$ cat src/rtl/turnstile_pkg.sv
// turnstile_pkg: types shared by the turnstile fare-gate controller files.
//   state_t : gate FSM state, 2-bit encoding (3 is unused and recovers to LOCKED).
package turnstile_pkg;

    typedef enum logic [1:0] {
        ST_LOCKED   = 2'd0,
        ST_UNLOCKED = 2'd1,
        ST_ALARM    = 2'd2
    } state_t;

endpackage

$ cat src/rtl/turnstile_if.sv
// turnstile_if: sensor-side strobes and gate/status outputs of the fare gate.
//   i_Coin, i_Push, i_Alarm_Clr : single-cycle strobes from the sensor front end
//   o_Locked, o_Alarm           : gate actuator / status levels
//   o_Credit, o_Entries         : stored credit, completed entry count
//   o_Coin_Reject, o_Timeout    : one-cycle event pulses
// master drives the strobes (sensor side); slave is the controller.
interface turnstile_if #(
    parameter int CREDIT_W = 3,
    parameter int COUNT_W  = 16
);
    logic                i_Coin;
    logic                i_Push;
    logic                i_Alarm_Clr;
    logic                o_Locked;
    logic                o_Alarm;
    logic [CREDIT_W-1:0] o_Credit;
    logic [COUNT_W-1:0]  o_Entries;
    logic                o_Coin_Reject;
    logic                o_Timeout;

    modport master (
        output i_Coin, i_Push, i_Alarm_Clr,
        input  o_Locked, o_Alarm, o_Credit, o_Entries, o_Coin_Reject, o_Timeout
    );

    modport slave (
        input  i_Coin, i_Push, i_Alarm_Clr,
        output o_Locked, o_Alarm, o_Credit, o_Entries, o_Coin_Reject, o_Timeout
    );
endinterface

$ cat src/rtl/turnstile_timer.sv
// turnstile_timer: inactivity timer for the UNLOCKED state.
//   i_Clk, i_Reset : clock, async active-high reset
//   i_Run          : gate is UNLOCKED; counter is held at 0 otherwise
//   i_Clear        : restart the count (a push)
//   o_Expire       : high on the cycle the count reaches TIMEOUT_CYCLES-1
// o_Expire is decoded from the registered count and i_Run (registered state),
// so it lasts one cycle: the controller leaves UNLOCKED on that edge.
module turnstile_timer #(
    parameter int TIMEOUT_CYCLES = 1000
) (
    input  logic i_Clk,
    input  logic i_Reset,
    input  logic i_Run,
    input  logic i_Clear,
    output logic o_Expire
);
    localparam int TW = (TIMEOUT_CYCLES > 2) ? $clog2(TIMEOUT_CYCLES) : 1;

    logic [TW-1:0] cnt;

    assign o_Expire = i_Run && (cnt == TW'(TIMEOUT_CYCLES - 1));

    always_ff @(posedge i_Clk or posedge i_Reset) begin
        if (i_Reset)
            cnt <= '0;
        else if (!i_Run || i_Clear || o_Expire)
            cnt <= '0;
        else
            cnt <= cnt + 1'b1;
    end
endmodule

$ cat src/rtl/turnstile_controller.sv
// turnstile_controller: fare-gate FSM with coin credit store and entry counter.
//   i_Clk, i_Reset : clock, async active-high reset
//   bus (slave)    : i_Coin/i_Push/i_Alarm_Clr strobes in; o_Locked, o_Alarm,
//                    o_Credit, o_Entries, o_Coin_Reject, o_Timeout out
// Optional feature macro TURNSTILE_TIMEOUT_EN: adds turnstile_timer and relocks
// the gate after TIMEOUT_CYCLES idle cycles in UNLOCKED; without it o_Timeout
// is 0 and UNLOCKED waits for a push.
// All outputs come from registers or registered state.
module turnstile_controller
    import turnstile_pkg::*;
#(
    parameter int PRICE          = 2,
    parameter int MAX_CREDIT     = 7,
    parameter int COUNT_W        = 16,
    parameter int TIMEOUT_CYCLES = 1000
) (
    input  logic       i_Clk,
    input  logic       i_Reset,
    turnstile_if.slave bus
);
    localparam int CREDIT_W = $clog2(MAX_CREDIT + 1);

    if (PRICE < 1 || PRICE > MAX_CREDIT) begin : g_bad_price
        $error("turnstile_controller: PRICE must be in 1..MAX_CREDIT");
    end

    state_t              state_q, state_d;
    logic [CREDIT_W-1:0] credit_q, credit_d, credit_acc;
    logic [COUNT_W-1:0]  entries_q;
    logic                reject_q, reject_d;
    logic                timeout_q, timeout_d;
    logic                coin_ok, entry, expire;

`ifdef TURNSTILE_TIMEOUT_EN
    if (TIMEOUT_CYCLES < 2) begin : g_bad_timeout
        $error("turnstile_controller: TIMEOUT_CYCLES must be >= 2");
    end

    turnstile_timer #(
        .TIMEOUT_CYCLES(TIMEOUT_CYCLES)
    ) u_timer (
        .i_Clk    (i_Clk),
        .i_Reset  (i_Reset),
        .i_Run    (state_q == ST_UNLOCKED),
        .i_Clear  (bus.i_Push),
        .o_Expire (expire)
    );
`else
    // TIMEOUT_CYCLES is accepted but has no effect in this build.
    if (TIMEOUT_CYCLES < 0) begin : g_unused_timeout
        $error("turnstile_controller: TIMEOUT_CYCLES must not be negative");
    end

    assign expire = 1'b0;
`endif

    always_comb begin
        // ALARM freezes the store, and a full store drops the coin.
        coin_ok    = bus.i_Coin && (state_q != ST_ALARM) &&
                     (credit_q < CREDIT_W'(MAX_CREDIT));
        reject_d   = bus.i_Coin && !coin_ok;
        credit_acc = credit_q + CREDIT_W'(coin_ok);

        state_d   = state_q;
        credit_d  = credit_q;
        entry     = 1'b0;
        timeout_d = 1'b0;

        case (state_q)
            ST_LOCKED: begin
                credit_d = credit_acc;
                if (bus.i_Push) begin
                    state_d = ST_ALARM;
                end else if (credit_acc >= CREDIT_W'(PRICE)) begin
                    state_d  = ST_UNLOCKED;
                    credit_d = credit_acc - CREDIT_W'(PRICE);
                end
            end
            ST_UNLOCKED: begin
                credit_d = credit_acc;
                // A push on the expiry cycle still counts as an entry.
                if (bus.i_Push) begin
                    state_d = ST_LOCKED;
                    entry   = 1'b1;
                end else if (expire) begin
                    state_d   = ST_LOCKED;
                    timeout_d = 1'b1;
                end
            end
            ST_ALARM: begin
                if (bus.i_Alarm_Clr)
                    state_d = ST_LOCKED;
            end
            default: state_d = ST_LOCKED;
        endcase
    end

    always_ff @(posedge i_Clk or posedge i_Reset) begin
        if (i_Reset) begin
            state_q   <= ST_LOCKED;
            credit_q  <= '0;
            entries_q <= '0;
            reject_q  <= 1'b0;
            timeout_q <= 1'b0;
        end else begin
            state_q   <= state_d;
            credit_q  <= credit_d;
            reject_q  <= reject_d;
            timeout_q <= timeout_d;
            if (entry)
                entries_q <= entries_q + 1'b1;
        end
    end

    assign bus.o_Locked      = (state_q != ST_UNLOCKED);
    assign bus.o_Alarm       = (state_q == ST_ALARM);
    assign bus.o_Credit      = credit_q;
    assign bus.o_Entries     = entries_q;
    assign bus.o_Coin_Reject = reject_q;
    assign bus.o_Timeout     = timeout_q;
endmodule

$ cat src/flat_wrapper.sv
// flat-port wrapper written by rule: the top's interface ports become plain ports
module turnstile_controller_flat import turnstile_pkg::*;
#(
    parameter int PRICE          = 2,
    parameter int MAX_CREDIT     = 7,
    parameter int COUNT_W        = 16,
    parameter int TIMEOUT_CYCLES = 1000
)
  (i_Clk, i_Reset, bus_i_Coin, bus_i_Push, bus_i_Alarm_Clr, bus_o_Locked, bus_o_Alarm, bus_o_Credit, bus_o_Entries, bus_o_Coin_Reject, bus_o_Timeout);
  turnstile_if #(.CREDIT_W((2)), .COUNT_W(COUNT_W)) bus_i ();
  input  logic i_Clk;
  input  logic i_Reset;
  input wire logic [$bits(bus_i.i_Coin)-1:0] bus_i_Coin;
  input wire logic [$bits(bus_i.i_Push)-1:0] bus_i_Push;
  input wire logic [$bits(bus_i.i_Alarm_Clr)-1:0] bus_i_Alarm_Clr;
  output wire logic [$bits(bus_i.o_Locked)-1:0] bus_o_Locked;
  output wire logic [$bits(bus_i.o_Alarm)-1:0] bus_o_Alarm;
  output wire logic [$bits(bus_i.o_Credit)-1:0] bus_o_Credit;
  output wire logic [$bits(bus_i.o_Entries)-1:0] bus_o_Entries;
  output wire logic [$bits(bus_i.o_Coin_Reject)-1:0] bus_o_Coin_Reject;
  output wire logic [$bits(bus_i.o_Timeout)-1:0] bus_o_Timeout;
  assign bus_i.i_Coin = bus_i_Coin;
  assign bus_i.i_Push = bus_i_Push;
  assign bus_i.i_Alarm_Clr = bus_i_Alarm_Clr;
  assign bus_o_Locked = bus_i.o_Locked;
  assign bus_o_Alarm = bus_i.o_Alarm;
  assign bus_o_Credit = bus_i.o_Credit;
  assign bus_o_Entries = bus_i.o_Entries;
  assign bus_o_Coin_Reject = bus_i.o_Coin_Reject;
  assign bus_o_Timeout = bus_i.o_Timeout;
  turnstile_controller #(.PRICE(PRICE), .MAX_CREDIT(MAX_CREDIT), .COUNT_W(COUNT_W), .TIMEOUT_CYCLES(TIMEOUT_CYCLES)) u_core (.i_Clk(i_Clk), .i_Reset(i_Reset), .bus(bus_i));
endmodule
$ cat config.mk
export PLATFORM = sky130hd
export DESIGN_NAME = turnstile_controller_flat
export DESIGN_NICKNAME = d
export VERILOG_FILES = /design/src/rtl/turnstile_pkg.sv /design/src/rtl/turnstile_if.sv /design/src/rtl/turnstile_timer.sv /design/src/rtl/turnstile_controller.sv /design/src/flat_wrapper.sv
export SDC_FILE = /design/constraint.sdc
export NUM_CORES = 1
export LEC_CHECK = 0
export CAP_MARGIN = 20
export CORE_MARGIN = 2
export CORE_UTILIZATION = 30
export CTS_BUF_LIST = sky130_fd_sc_hd__clkbuf_4
export CTS_CLUSTER_DIAMETER = 120
export CTS_CLUSTER_SIZE = 12
export DETAILED_ROUTE_END_ITERATION = 8
export PLACE_DENSITY = 0.57
export SLEW_MARGIN = 15
export SYNTH_ARGS = -nofsm -noshare
export SYNTH_HDL_FRONTEND = slang
export SYNTH_SLANG_ARGS = --single-unit
export TNS_END_PERCENT = 5
$ cat constraint.sdc
create_clock -name i_Clk -period 5.3 [get_ports i_Clk]
set_input_delay 1.06 -clock i_Clk [delete_from_list [all_inputs] [get_ports i_Clk]]
set_output_delay 1.06 -clock i_Clk [all_outputs]
set_load 0.01 [all_outputs]
class_map.png
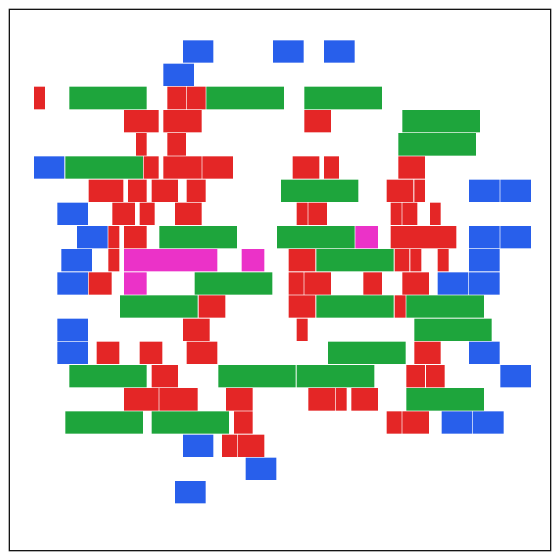
| class | color | cells |
|---|---|---|
| remaining logic cells | red | 64 |
| remaining buffers and delay cells | blue | 25 |
| sequential cells | green | 22 |
| clock drivers and dummy loads | magenta | 4 |
final instance area: 1380 µm²
core area: 3360 µm²

ff_map.png
The bar under the picture is 20 µm long. Other sequential cells in the stronger gray, the rest of the logic in the fainter gray.
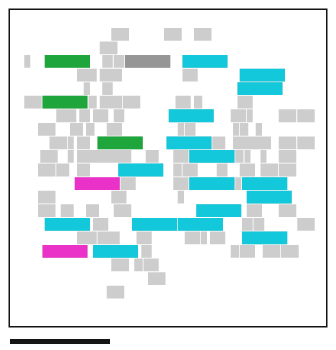
| signal | color | flops |
|---|---|---|
| u_core.bus.o_Entries | cyan | 16 |
| u_core.state_q | magenta | 2 |
| u_core.credit_q | green | 3 |

clock_wires.png
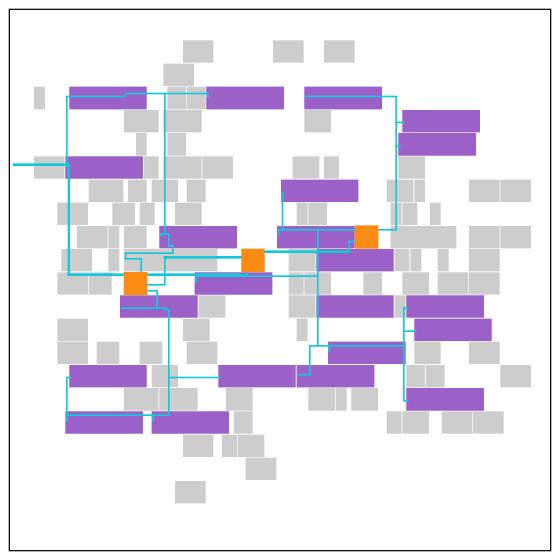
[flip-flops] purple | count: 22
[clock wires] cyan | length: 282 µm
[clock-net drivers] orange | count: 3
routed clock nets: 4

==> results.toml <==
# synthesis and place-and-route metrics
[status]
status = "finished, final reports clean"

[clocking]
cts_root_buf = "clkbuf_4"
cts_resized = 0
holdBufCountCts = 0
cts_buffers = 3
cts.reportedPaths.clkPinSlew_ns = 0.13
cts_buffer_depth = 2
h-tree-depth = 1

[global_routing]
grt_pass1_wl_um = 3110
use_met3_pct = 4.29
grt.total_usage_pct = 9.82
busiest_layer = "met2"
grt_max_degree = 23
grt_pass1_vias = 690
antenna_found_initial = 0
grtUsageMet1_pct = 12.8
use_met2_pct = 15.0
grt-ovfl-total = 0

[yosys]
ys_sh_simple_pct = 18.1
syn_area_um2 = 1060
synth_cell_types = 32
mux_share_pct = 4.14
synth_seq_share_pct = 52.1
yosys.area.top_type = "dfrtp_1"
synthTopCellsByCount = "dfrtp_1, xnor2_1, nand2_1, nand3_1"
ys_async_sr_fraction_pct = 100
yosys_warnings = 0
top_cells_by_area = "dfrtp_1, xnor2_1, ha_1, mux2_2, nand3_1"
ys_area_um2 = 1060
syn-num-nets = 100
postSynthAreaPerCell_um2 = 11.5
ys_seq_elements = 22
ys_sh_xor_pct = 13.3
adder_share_pct = 3.55
synth_cells = 92
yosysMostFrequentCell = "dfrtp_1"
yosys.area_share.aoi_pct = 3.79
top_logic_kind = "simple AND/OR/NAND/NOR gates"
ys_cells = 92
yosysTopAreaCellShare_pct = 52.1
synth_top_flop_cell = "dfrtp_1"

[pwr]
seq_cell_power_mw = 0.244
seqPwrFrac_pct = 44.5
p_sw_mw = 0.164
p_int_mw = 0.385
clkPwrFrac_pct = 23.7
leakage_nw = 0.589
combPwrFrac_pct = 31.8
maxPowerGroup = "sequential cells"
swShare_pct = 29.8
power-per-cell-area_nw_per_um2 = 398
pg_comb_mw = 0.175
ir_drop_mv = 0.305
powerClk_mw = 0.130

[placed_design]
place.gp.congestion = 0.798
dpl.hpwl_um = 1380
pre_cts_ws_ns = 2.47
dpl.cell_count = 157
port_buffers = 25

[final_timing]
rsz0062_at_grt = "false"
timing.slew.headroom_pct = 44.6
maxSlewViolCount = 0
setup_tns_ns = 0
max_slew.worst_pin.slew_ns = 0.830
hold_violations = 0
finalClockPeriodUsage_pct = 50.2
setup_violations = 0
holdWs_ns = 0.486
period_needed_ns = 2.66
clock.fmax_mhz = 376
fin_skew_ns = 0.00512

[critical_path]
slowest_stage = "dfrtp_1"
required_ns = 4.24
cp_top_family = "flip-flops"
cp-end-kind = "output port"
critPathArrivalTime_ns = 1.60
worst-path-buf-inv = 1
crit_cells = 2
crit_path_max_fanout = 11
r2r_slack_ns = 3.11
path_cells = "and2b_1 > clkdlybuf4s50_1"
path_class = "reg2out"
startpoint = "u_core.state_q[1]"
r2r-end = "u_core.credit_q[1]"
start_kind = "flip-flop"
slowest_delay_ns = 0.54
reg2reg_from = "u_core.state_q[1]"
ff2ff_path_depth = 8
endpoint = "bus_o_Alarm"

[drt]
wirelength_um = 1870
wl_met1_um = 861
dr_total_vias = 741
drt_iter0_markers = 17
drc_errors = 0
routedWlPerCell_um = 11.6
first_pass_iters = 4
wl_met3_um = 142
top_layer = "met4"
viasPerCell = 4.60
drtAntennaViolNets = 0

[final_layout]
comb_share_pct = 33.1
diodes = 0
largest_reg_flops = 16
comb_cells = 61
stdcell_count = 161
seq_share_pct = 39.9
drive_above_1_share_pct = 6.96
mostFrequentLayoutCell = "clkdlybuf4s50_1"
buf_share_pct = 18.1
seq_area_um2 = 551
filler_cell_count = 362
clk_share_pct = 3.81
area.combinational_um2 = 457
dominant_cells = "sequential cells"
nets = 124
final_layout_top_logic_cells = "clkdlybuf4s50_1, dfrtp_1, xnor2_1"
utilization_pct = 41.0

[die]
die_x_um = 63.4
die_h_um = 63.4
num_io_pins = 27
row_count = 21
core_util_floorplan_pct = 31.4
taps = 46
chip_area_um2 = 4020

[job]
maxCapViolations = 0
warning_count = 26

[min_path]
min_from = "u_core.bus.o_Entries[15]"
hold_path_depth = 1
min_to = "u_core.bus.o_Entries[15]"
worstHoldPathType = "reg2reg"
sizing.png
The bar under the picture is 20 µm long.
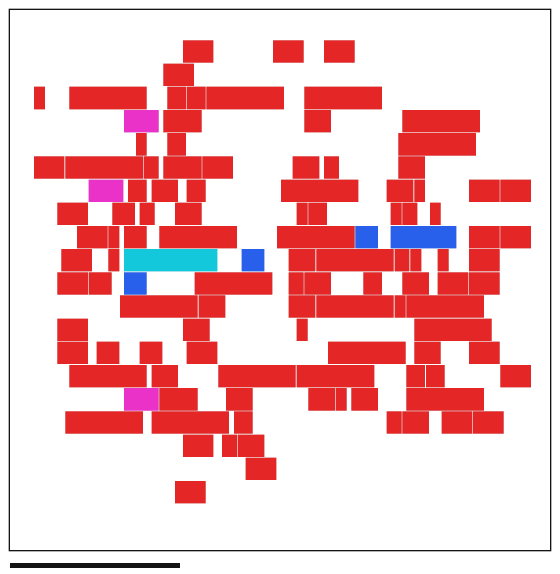
| size | color | cells | share | most used |
|---|---|---|---|---|
| x6 and larger | cyan | 1 | 0.87% | bufinv_16 |
| x1 and smaller | red | 107 | 93% | clkdlybuf4s50_1 |
| x3 and x4 | blue | 4 | 3.5% | clkbuf_4 |
| x2 | magenta | 3 | 2.6% | mux2_2 |
Area Overhead vs Synth: 30.4%
Non-clk bufs: 25
final worst slack: 2.64 ns

clock_nets.png
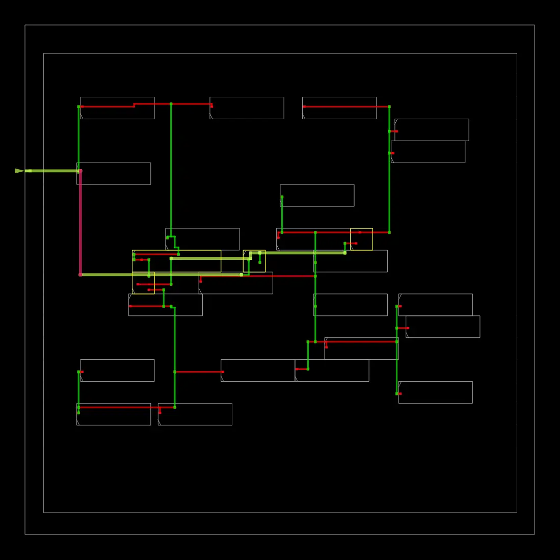
registers: 22
clock buf count: 3
clk sink count: 22
clk latency late pin: 0.31 ns

Power figures rest on the tool's default switching activity, not on a simulated workload.
